$ cat src/rtl/jk_cnt_pkg.sv
// Shared types and helpers for the JK-flip-flop based modulo-N counter.
package jk_cnt_pkg;

    typedef enum logic {
        CNT_DOWN = 1'b0,
        CNT_UP   = 1'b1
    } cnt_dir_e;

    localparam int unsigned JKCNT_MIN_MODULUS = 2;

    // Characteristic equation of a JK flip-flop.
    function automatic logic jk_next(input logic j, input logic k, input logic q);
        return (j & ~q) | (~k & q);
    endfunction

    // Terminal (highest legal) count for a given modulus.
    function automatic int unsigned term_count(input int unsigned modulus);
        return modulus - 1;
    endfunction

endpackage

$ cat src/rtl/jk_ff.sv
// Single-bit JK flip-flop with asynchronous active-low reset.
module jk_ff
    import jk_cnt_pkg::*;
(
    input  logic clk,
    input  logic rst_n,
    input  logic j,
    input  logic k,
    output logic q
);

    logic state_q;
    logic state_d;

    assign state_d = jk_next(j, k, state_q);

    always_ff @(posedge clk or negedge rst_n) begin
        if (!rst_n) begin
            state_q <= 1'b0;
        end else begin
            state_q <= state_d;
        end
    end

    assign q = state_q;

endmodule

$ cat src/rtl/jk_counter_mod.sv
// Up/down modulo-N counter built from per-bit JK flip-flops, with load and terminal count.
// Optional registered Gray-coded output when JKCNT_GRAY_OUT_EN is defined.
module jk_counter_mod
    import jk_cnt_pkg::*;
#(
    parameter int unsigned WIDTH   = 4,
    parameter int unsigned MODULUS = 2 ** WIDTH
) (
    input  logic             clk,
    input  logic             rst_n,
    input  logic             en,
    input  logic             up,
    input  logic             load,
    input  logic [WIDTH-1:0] load_val,
    output logic [WIDTH-1:0] q,
    output logic             tc
`ifdef JKCNT_GRAY_OUT_EN
    ,
    output logic [WIDTH-1:0] q_gray
`endif
);

    localparam logic [WIDTH-1:0] TERM  = WIDTH'(term_count(MODULUS));
    localparam logic [WIDTH:0]   MOD_W = (WIDTH + 1)'(MODULUS);

    cnt_dir_e         dir;
    logic [WIDTH-1:0] cnt_q;
    logic [WIDTH-1:0] j_d;
    logic [WIDTH-1:0] k_d;
    logic [WIDTH-1:0] load_clamped;
    logic [WIDTH-1:0] t_up;
    logic [WIDTH-1:0] t_dn;
    logic             out_of_range;

    assign dir = cnt_dir_e'(up);

    // Compare one bit wider so the checks stay meaningful when MODULUS == 2**WIDTH.
    assign out_of_range = ({1'b0, cnt_q} >= MOD_W);
    assign load_clamped = ({1'b0, load_val} >= MOD_W) ? TERM : load_val;

    always_comb begin
        logic ones;
        logic zeros;
        t_up  = '0;
        t_dn  = '0;
        ones  = 1'b1;
        zeros = 1'b1;
        for (int unsigned i = 0; i < WIDTH; i++) begin
            t_up[i] = ones;
            t_dn[i] = zeros;
            ones    = ones & cnt_q[i];
            zeros   = zeros & ~cnt_q[i];
        end
    end

    always_comb begin
        j_d = '0;
        k_d = '0;
        if (load) begin
            j_d = load_clamped;
            k_d = ~load_clamped;
        end else if (en) begin
            if (out_of_range || (dir == CNT_UP && cnt_q == TERM)) begin
                k_d = '1;
            end else if (dir == CNT_DOWN && cnt_q == '0) begin
                j_d = TERM;
                k_d = ~TERM;
            end else if (dir == CNT_UP) begin
                j_d = t_up;
                k_d = t_up;
            end else begin
                j_d = t_dn;
                k_d = t_dn;
            end
        end
    end

    for (genvar g = 0; g < WIDTH; g++) begin : g_bit
        jk_ff u_ff (
            .clk   (clk),
            .rst_n (rst_n),
            .j     (j_d[g]),
            .k     (k_d[g]),
            .q     (cnt_q[g])
        );
    end

    assign q  = cnt_q;
    assign tc = rst_n & en & ~load &
                ((dir == CNT_UP) ? (cnt_q == TERM) : (cnt_q == '0));

`ifdef JKCNT_GRAY_OUT_EN
    logic [WIDTH-1:0] next_q;
    logic [WIDTH-1:0] gray_q;
    logic [WIDTH-1:0] gray_d;

    always_comb begin
        next_q = '0;
        for (int unsigned i = 0; i < WIDTH; i++) begin
            next_q[i] = jk_next(j_d[i], k_d[i], cnt_q[i]);
        end
    end

    assign gray_d = next_q ^ (next_q >> 1);

    always_ff @(posedge clk or negedge rst_n) begin
        if (!rst_n) begin
            gray_q <= '0;
        end else begin
            gray_q <= gray_d;
        end
    end

    assign q_gray = gray_q;
`endif

endmodule

$ cat config.mk
export PLATFORM = sky130hd
export DESIGN_NAME = jk_counter_mod
export DESIGN_NICKNAME = d
export VERILOG_FILES = /design/src/rtl/jk_cnt_pkg.sv /design/src/rtl/jk_ff.sv /design/src/rtl/jk_counter_mod.sv
export SDC_FILE = /design/constraint.sdc
export NUM_CORES = 1
export LEC_CHECK = 0
export CAP_MARGIN = 20
export CORE_AREA = 2 2 39 41
export CTS_BUF_LIST = sky130_fd_sc_hd__clkbuf_4 sky130_fd_sc_hd__clkbuf_8
export DETAILED_ROUTE_END_ITERATION = 10
export DIE_AREA = 0 0 41 43
export PLACE_DENSITY_LB_ADDON = 0.12
export SYNTH_ARGS = -nofsm -noshare
export SYNTH_HDL_FRONTEND = slang
export SYNTH_HIERARCHICAL = 1
export SYNTH_SLANG_ARGS = --single-unit
$ cat constraint.sdc
create_clock -name clk -period 1.9 [get_ports clk]
set_clock_uncertainty 0.05 [all_clocks]
set_input_delay 0.38 -clock clk [delete_from_list [all_inputs] [get_ports clk]]
set_output_delay 0.38 -clock clk [all_outputs]
set_load 0.01 [all_outputs]
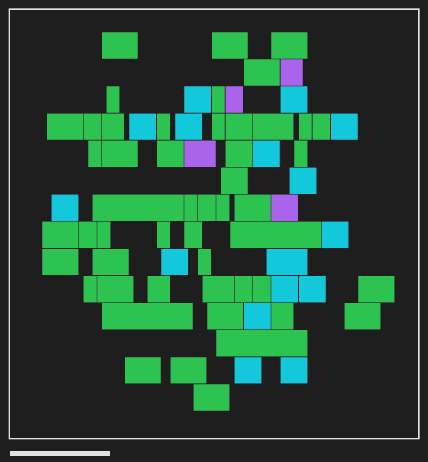
*Cells by drive strength*
Scale bar: 10 um.
Key: x3 and x4 = cyan [cells 16, share 23%]; x2 = purple [cells 4, share 5.7%]; x1 and smaller = green [cells 50, share 71%]

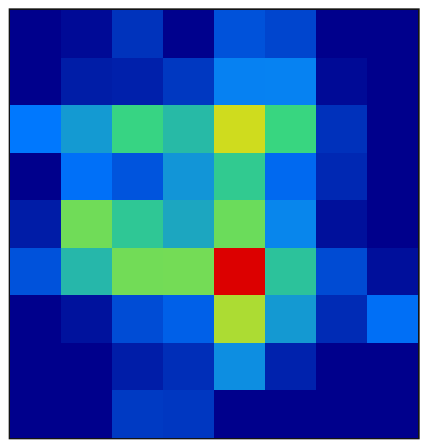
*Signal metal coverage by tile*
8 x 9 tiles, from dark blue (low) to red (high), scaled to the fullest tile. Values are wire area over tile area, all layers added.
The densest ninth of the die: centre. The fullest tile reaches 0.47. The mean over all tiles is 0.089. 29% of the tiles are nearly empty.

==> run notes <==
Physical implementation

After detailed routing, the met3 layer carries approximately 52 um of wire. Per STA, the worst path is made up of or4_4 -> nor2_2 -> o2111a_1 -> buf_2. The first global-routing pass estimated 1.511 mm of wire. The relative area of non-clock buffer cells in the final design is a little over a third. The net count after synthesis is just over 50. The worst setup path is launched from a register. The area fraction in mux cells is between 10% and 20%.

In this run, post-CTS repair resized a total of 6 instances. The final design was reported to hold multi-input combinational gates totalling 32. The slew at the pin with the worst max-slew slack is between 0.2 and 0.25 ns. The sequential share of cell area is between 10% and 20%. The flow ran to the end, but the final reports show violations. The maximum cell stage delay along the critical path is 0.53 ns. The final reports fail on negative setup slack. The tool warning count for the run is 28.

The worst-case IR drop observed on VDD is approximately 0.38 mV. Per the layout area report, the register area comes to between 100 and 150 um2. Once routing completed, OpenROAD measured the worst setup slack at -0.04564 ns. The dominant power group in this design is combinational cells. The endpoint kind of the worst setup timing path is a primary output. The area of combinational cells with multiple inputs is 214.0 um2. The critical path class is register to primary output. The summed area of non-filler cells in the final layout is roughly 590 um2. The part of the total power dissipated in the clock network is 25.6%.

The worst-case setup slack after placement is -0.5846 ns. The timing report notes that buffer and inverter cells on the critical path total 1. The post-placement cell area is between 500 and 600 um2. The maximum root-to-sink buffer count is 2. The synthesis report lists the Yosys warning total as 6. After global routing the overflow that remains totals 0. The main logic family after synthesis is AND-OR/OR-AND gates.

The power report attributes to the combinational group a share of about 47%. Synthesis produced roughly 42 cells. The area of the mapped netlist is around 330 um2. The multi-input combinational area share is between 30% and 40%. The detailed placer reported the number of placed instances as 83. The worst register-to-register path has a depth of 6.

The maximum fanout encountered on the critical timing path is 2. The hold buffer count at cts is 0. Looking at the clock tree report, the root buffer type is sky130_fd_sc_hd__clkbuf_4. The number of I/O pins is 14. The average vias per placed instance is about 5.

According to the floorplan report, the die height is ~43 um. The synthesized-area fraction occupied by xor and xnor cells is 2.622%. The final timing summary puts the cycle share of the worst path at 102.4%. The skew report gives the latency at the later pin of the worst-skew pair as approximately 0.24 ns.

The setup-violating endpoint count in the final report is 1. The tightest hold path in the finished design has a slack of 0.4231 ns. The total DRC errors in the routed layout is 0. Per the OpenROAD timing report, the critical path contains 4 cells. After its last routability iteration, the placer logged a weighted congestion of about 0.66. The register with the most flip-flops in the layout has 4 of them.

The critical path data arrival time is ~1.5 ns. In this run the remaining antenna-violating nets after routing total 0. The initial cell density of the core is between 20 and 25%. Per the synth stats, the proportion of register bits with asynchronous set or reset is 100.0%. The adder and majority gate portion of the synthesized area is 0%. The number of vias after detailed routing is between 400 and 500.

The switching share of total power is 31.78%. The number of signal-net inverters in the final layout is 6. In the synthesized netlist, the cells that appear most often are sky130_fd_sc_hd__inv_1, sky130_fd_sc_hd__nand2_1, sky130_fd_sc_hd__mux2i_1, sky130_fd_sc_hd__o21ai_0, sky130_fd_sc_hd__dfrtp_1. The number of buffers outside the clock class in the layout is 25.

The iteration count recorded for the first detailed-route pass is 4. The prevailing post-synth register cell is sky130_fd_sc_hd__dfrtp_1. In this run, power in combinational logic comes to 0.199 mW. Global routing used 18.06% of the available met1 tracks. In the post-synthesis netlist, the biggest area contributors are sky130_fd_sc_hd__dfrtp_1, sky130_fd_sc_hd__mux2i_1, sky130_fd_sc_hd__o21ai_0. In the power breakdown, the internal column shows 0.2880 mW. The max-slew violation total from the final report is 0. The number of antenna violations at the first check in global routing came to 0. Power attributed to the clock group is approximately 0.11 mW.

The global-route met2 utilization is about 17%. The setup slack of the worst register-to-register path is between 0.2 and 0.3 ns. In this run the critical register-to-register path is launched from g_bit[1].u_ff/q. The required time of the critical path is ~1.5 ns.

After floorplanning, the core was divided into 14 placement rows. Yosys stat counts 42 cells in the synthesized netlist. The final layout contains 81 nets. The post-CTS clock slew at the launch and capture registers of the worst setup and hold paths is around 0.040 ns. The number of buffers added by the clock tree synthesis step is 3. Summed over all routing layers, the global router reports a total usage of 13.37%. The distinct cell type count after synthesis is 19. The floorplan die width is around 41 um. TritonCTS built the clock tree. In this run the number of H-tree levels came out at 1. The time the worst path needs with I/O delays and setup is roughly 2 ns. The final core area utilization is a little over two fifths. The startpoint of the most critical setup path is g_bit[1].u_ff/q.
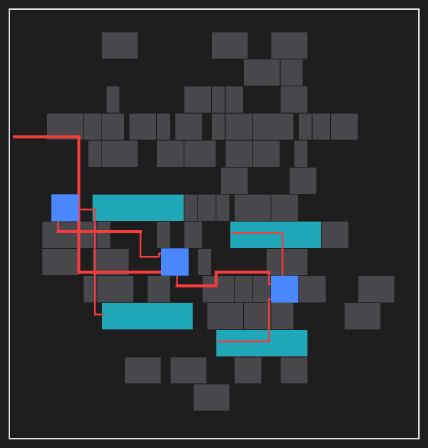
*Clock distribution*
Key: flip-flops = cyan [count 4]; clock-net drivers = blue [count 3]; clock wires = red [length 96.8 um]
There are 4 routed clock nets.

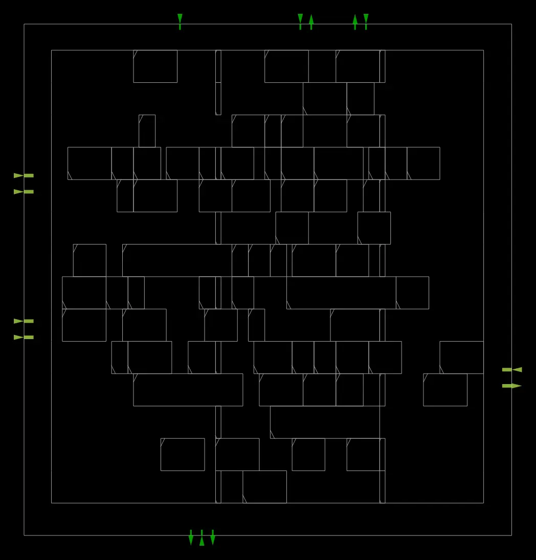
*Placement view*
flop count: 4
non-filler cells, final: 86
tap cells: 16
number of fillers in the final layout: 145

Power and IR drop assume default switching activity.
